[src/rtl/popcount_accum_seq.sv]
// Pipelined popcount accumulator: counts set bits per handshaked beat, sums them
// over a frame and returns sum, threshold-fire and overflow on a valid/ready output.
module popcount_accum_seq #(
  parameter int N         = 21,
  parameter int MAX_BEATS = 8,
  parameter int APX_W     = 2,
  localparam int OUT_W    = $clog2(N * MAX_BEATS + 1)
) (
  input  logic             clk,
  input  logic             rst,
  input  logic             in_valid,
  output logic             in_ready,
  input  logic [N-1:0]     in_data,
  input  logic             in_last,
  input  logic             cfg_mode,
  input  logic [OUT_W-1:0] cfg_thresh,
  output logic             out_valid,
  input  logic             out_ready,
  output logic [OUT_W-1:0] out_sum,
  output logic             out_fire,
  output logic             out_ovf
);

  // Handshakes: a transfer happens on a rising edge where valid & ready are both 1.
  // A producer holds valid and its payload until that edge; ready never depends on
  // valid combinationally.

  localparam int PC_W  = $clog2(N + 1);
  localparam int CNT_W = $clog2(MAX_BEATS + 1);
  localparam logic [CNT_W-1:0] CNT_MAX  = CNT_W'(MAX_BEATS);
  localparam logic [OUT_W:0]   SAT_MAX  = (OUT_W + 1)'(N * MAX_BEATS);
  localparam logic [PC_W-1:0]  APX_MASK = {PC_W{1'b1}} << APX_W;

  typedef enum logic {ACC = 1'b0, HOLD = 1'b1} state_t;

  state_t           state_q, state_d;
  logic             in_fire, out_fire_hs, first_beat, eff_mode;
  logic [PC_W-1:0]  pc_raw, pc;
  logic             s1_valid, s1_last;
  logic [PC_W-1:0]  s1_pc;
  logic [OUT_W-1:0] acc_q, acc_next;
  logic [OUT_W:0]   acc_add;
  logic             acc_over;
  logic [CNT_W-1:0] beat_cnt_q;
  logic             ovf_q, fin_q, mode_q;
  logic [OUT_W-1:0] thresh_q;

  assign in_fire     = in_valid & in_ready;
  assign out_fire_hs = out_valid & out_ready;
  assign first_beat  = (beat_cnt_q == '0);
  // The first beat uses the live mode; later beats use the mode held for the frame.
  assign eff_mode    = first_beat ? cfg_mode : mode_q;

  always_comb begin
    pc_raw = '0;
    for (int i = 0; i < N; i++) begin
      pc_raw = pc_raw + PC_W'(in_data[i]);
    end
    pc = eff_mode ? (pc_raw & APX_MASK) : pc_raw;
  end

  always_comb begin
    acc_add  = {1'b0, acc_q} + (OUT_W + 1)'(s1_pc);
    acc_over = (acc_add > SAT_MAX);
    acc_next = acc_over ? SAT_MAX[OUT_W-1:0] : acc_add[OUT_W-1:0];
  end

  // Stage 1: registered per-beat count.
  always_ff @(posedge clk or posedge rst) begin
    if (rst) begin
      s1_valid <= 1'b0;
      s1_last  <= 1'b0;
      s1_pc    <= '0;
    end else begin
      s1_valid <= in_fire;
      if (in_fire) begin
        s1_pc   <= pc;
        s1_last <= in_last;
      end
    end
  end

  always_ff @(posedge clk or posedge rst) begin
    if (rst) begin
      mode_q   <= 1'b0;
      thresh_q <= '0;
    end else if (in_fire && first_beat) begin
      mode_q   <= cfg_mode;
      thresh_q <= cfg_thresh;
    end
  end

  // Stage 2: accumulator, beat counter and sticky overflow, cleared when a result loads.
  always_ff @(posedge clk or posedge rst) begin
    if (rst) begin
      acc_q      <= '0;
      beat_cnt_q <= '0;
      ovf_q      <= 1'b0;
      fin_q      <= 1'b0;
    end else begin
      fin_q <= s1_valid & s1_last;
      if (fin_q) begin
        acc_q      <= '0;
        beat_cnt_q <= '0;
        ovf_q      <= 1'b0;
      end else begin
        if (s1_valid) begin
          acc_q <= acc_next;
          if (acc_over) ovf_q <= 1'b1;
        end
        if (in_fire) begin
          if (beat_cnt_q == CNT_MAX) ovf_q <= 1'b1;
          else                       beat_cnt_q <= beat_cnt_q + 1'b1;
        end
      end
    end
  end

  always_ff @(posedge clk or posedge rst) begin
    if (rst) begin
      out_valid <= 1'b0;
      out_sum   <= '0;
      out_fire  <= 1'b0;
      out_ovf   <= 1'b0;
    end else if (fin_q) begin
      out_valid <= 1'b1;
      out_sum   <= acc_q;
      out_fire  <= (acc_q >= thresh_q);
      out_ovf   <= ovf_q;
    end else if (out_fire_hs) begin
      out_valid <= 1'b0;
    end
  end

  always_ff @(posedge clk or posedge rst) begin
    if (rst) state_q <= ACC;
    else     state_q <= state_d;
  end

  always_comb begin
    state_d = state_q;
    case (state_q)
      ACC:     if (in_fire && in_last) state_d = HOLD;
      HOLD:    if (out_fire_hs)        state_d = ACC;
      default: state_d = ACC;
    endcase
  end

  always_comb begin
    in_ready = (state_q == ACC);
  end

endmodule

[config.mk]
export PLATFORM = sky130hd
export DESIGN_NAME = popcount_accum_seq
export DESIGN_NICKNAME = d
export VERILOG_FILES = /design/src/rtl/popcount_accum_seq.sv
export SDC_FILE = /design/constraint.sdc
export NUM_CORES = 1
export LEC_CHECK = 0
export ABC_CLOCK_PERIOD_IN_PS = 2600
export CAP_MARGIN = 20
export CORE_AREA = 2 2 83 69
export DETAILED_ROUTE_END_ITERATION = 8
export DIE_AREA = 0 0 85 71
export DONT_BUFFER_PORTS = 1
export GPL_ROUTABILITY_DRIVEN = 0
export PLACE_DENSITY_LB_ADDON = 0.25
export SYNTH_ARGS = -nofsm -noshare
export SYNTH_HDL_FRONTEND = slang
export SYNTH_SLANG_ARGS = --single-unit
[constraint.sdc]
create_clock -name clk -period 2.6 [get_ports clk]
set_input_delay 0.52 -clock clk [delete_from_list [all_inputs] [get_ports clk]]
set_output_delay 0.52 -clock clk [all_outputs]
set_load 0.02 [all_outputs]
Fig. 1: logic cells by family
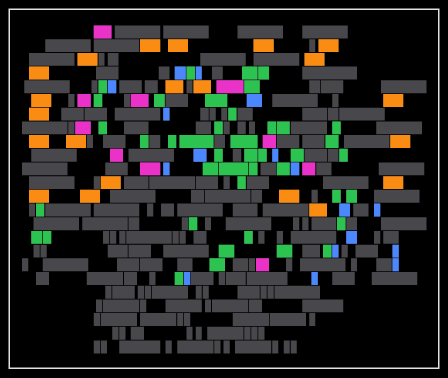
green -> inverting AOI/OAI gates  # cells 42, most used a21oi_1
orange -> multiplexers  # cells 21, most used mux2_2
magenta -> AND-OR and OR-AND gates  # cells 10, most used a21o_1
blue -> NOR gates  # cells 17, most used nor2_1

Fig. 2: clock wiring as the flow saved it
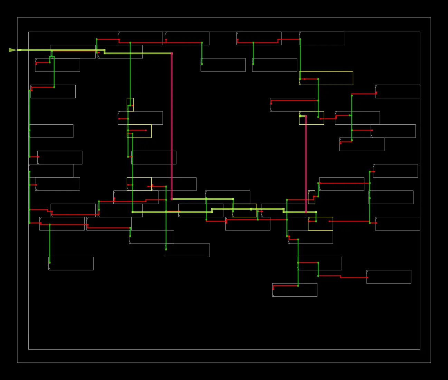
seq_cells: 42
Final Skew: 0.00893 ns
Latency at later pin: 0.29 ns
# clock sinks: 42

Fig. 3: power grid
Pins as bars on the die edge.
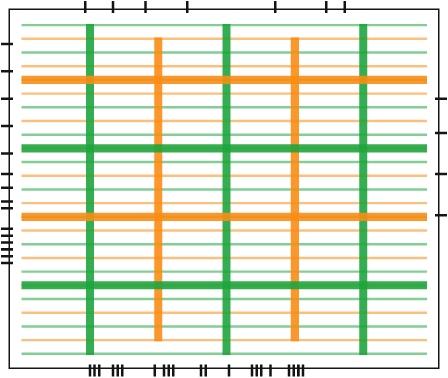
orange -> VDD
green -> VSS
met5 straps = 4
signal pins = 47

Fig. 4: sequential cells grouped by signal name
Other sequential cells in the stronger grey, the rest of the logic in the fainter grey.
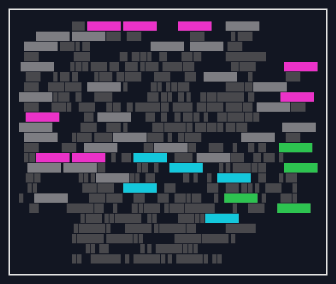
green -> beat_cnt_q  # flops 4
cyan -> s1_pc  # flops 5
magenta -> out_sum  # flops 8

Fig. 5: placed cells, one colour a class
The bar under the picture is 20 um long. Fill, decap, tap and diode cells in grey.
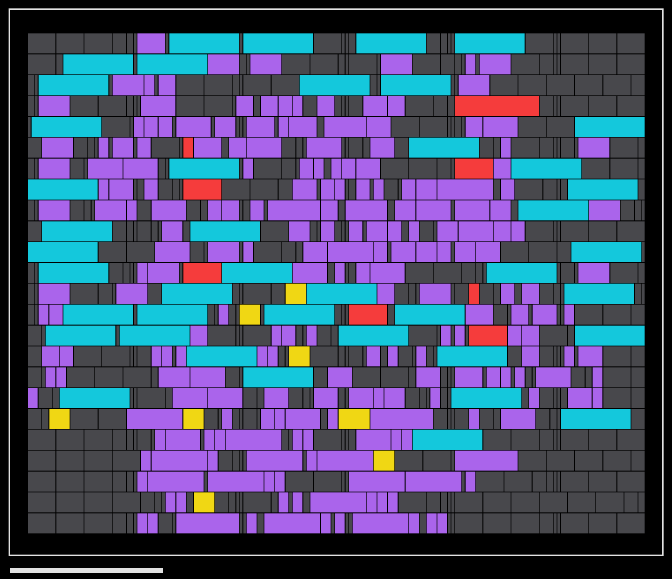
yellow -> other buffers and delay cells  # cells 8
cyan -> flops  # cells 42
purple -> all other logic  # cells 219
red -> clock drivers and dummy loads  # cells 8

## path summary, 6_finish.rpt
check / slack (ns) / depth (start not counted) / endpoint
max: -1.29 / 15 / s1_pc[4]$_DFFE_PP0P_
min: 0.24 / 2 / state_q$_DFF_PP0_
max reg2reg: 0.18 / 8 / ovf_q$_DFF_PP0_
min reg2reg: 0.47 / 2 / s1_last$_DFFE_PP0P_
max in group asynchronous: 1.99 / 2 / acc_q[1]$_DFFE_PP0P_
min in group clk: 0.31 / 1 / out_valid$_DFFE_PP0P_
## critical path, delay by kind of cell
family,cells,cell delay (ns)
AND-OR/OR-AND,2,0.26
adder cells (fa/ha/maj),7,2.99
buffers and inverters,4,0.19
AND/OR/NAND/NOR,2,0.11
==> CHANGELOG.md <==
### Metrics

- Inverters: between 50 and 60
- Metal1 wirelength: around 2200 um
- Share of cells above drive strength 1: 0.188
- Netlist cell types: between 40 and 50
- Multi-input gates: 168
- Combinational power: around 1.7 mW
- Cell chain of the critical path: inv_2 -> fa_1 -> fa_2 -> fa_1 -> fa_1 -> fa_1 -> inv_1 -> fa_2 -> inv_2 -> fa_2 -> inv_1 -> a21oi_2 -> nor2_1 -> o21ai_1 -> nand2_1
- Total GRT Usage: 0.180
- Final core utilization: 0.577
- Global routing usage on met1: 0.258
- Top Layout Cells: inv_1 (46), dfrtp_1 (42), ha_1 (21)
- Synth Area in Compound Gates: 0.135
- Fin cells: 342
- Yosys stat chip area: 2770 sq um
- XOR-XNOR Cells, Area Fraction: 0.0222
- Period minus WS final: a little under 4 ns
- Startpoint type of the worst setup path: input port
- Initial antenna violation count: 0
- Final setup TNS: -5.67 ns
- Most numerous cell in the Yosys netlist: inv_1
- Crit end category: flop
- Worst EP arrival: roughly 4.1 ns
- Static Leak: between 1 and 1.5 nW
- Avg Inst Size Synth: 10.4 sq um
- M2 GR Usage: 0.271
- ANT nets after route: 0
- Worst hold path class: input port to async pin
- Synth Seq Share: 0.380
- Clk buf depth: 2
- Final WS setup: -1.29 ns
- FFs w/ async S/R, synth: 1.00
- Routing usage on met3: 0.0502
- Flops out of synthesis: 42
- Net Sw Power: 1.33 mW
- Regs by FF count: acc_q (8), out_sum (8), thresh_q (8)
- Pwr top: combinational cells
- Largest fanout on the critical path: 2
- YS warnings: 0
- Largest cell class: logic gates
- CP startpoint: in_data[9]
- Hold Buf Count CTS: 0
- WL met3: 292 um
- Highest metal used: met4
- Final clock-cell share: 0.0351
- Worst path max stage delay: about 0.56 ns
- Core Area: 5260 sq um
- Status: finished, violations left
- Post-Synthesis Cells: between 200 and 300
- Flop+latch power: roughly 1.2 mW
- Post-CTS Setup Inserts: 0
- Placed insts: 334
- Clock-pin slew on the worst setup and hold paths: 0.08 ns
- Failing checks: setup timing
- Wire length on met2: 2200 um
- Pint: 2.00 mW
- CTS tree: done
- Hold WS: 0.242 ns
- Final setup violation count: 5
- Fill cells: 456
- GRT busiest layer: met2
- N_taps: 65
- Die area: approximately 6000 sq um
- Die y size: ~70 um
- Area share, top type: 0.380
- P per Cell Area: 1100 nW/um^2
Power is estimated from default activity; no workload was simulated.
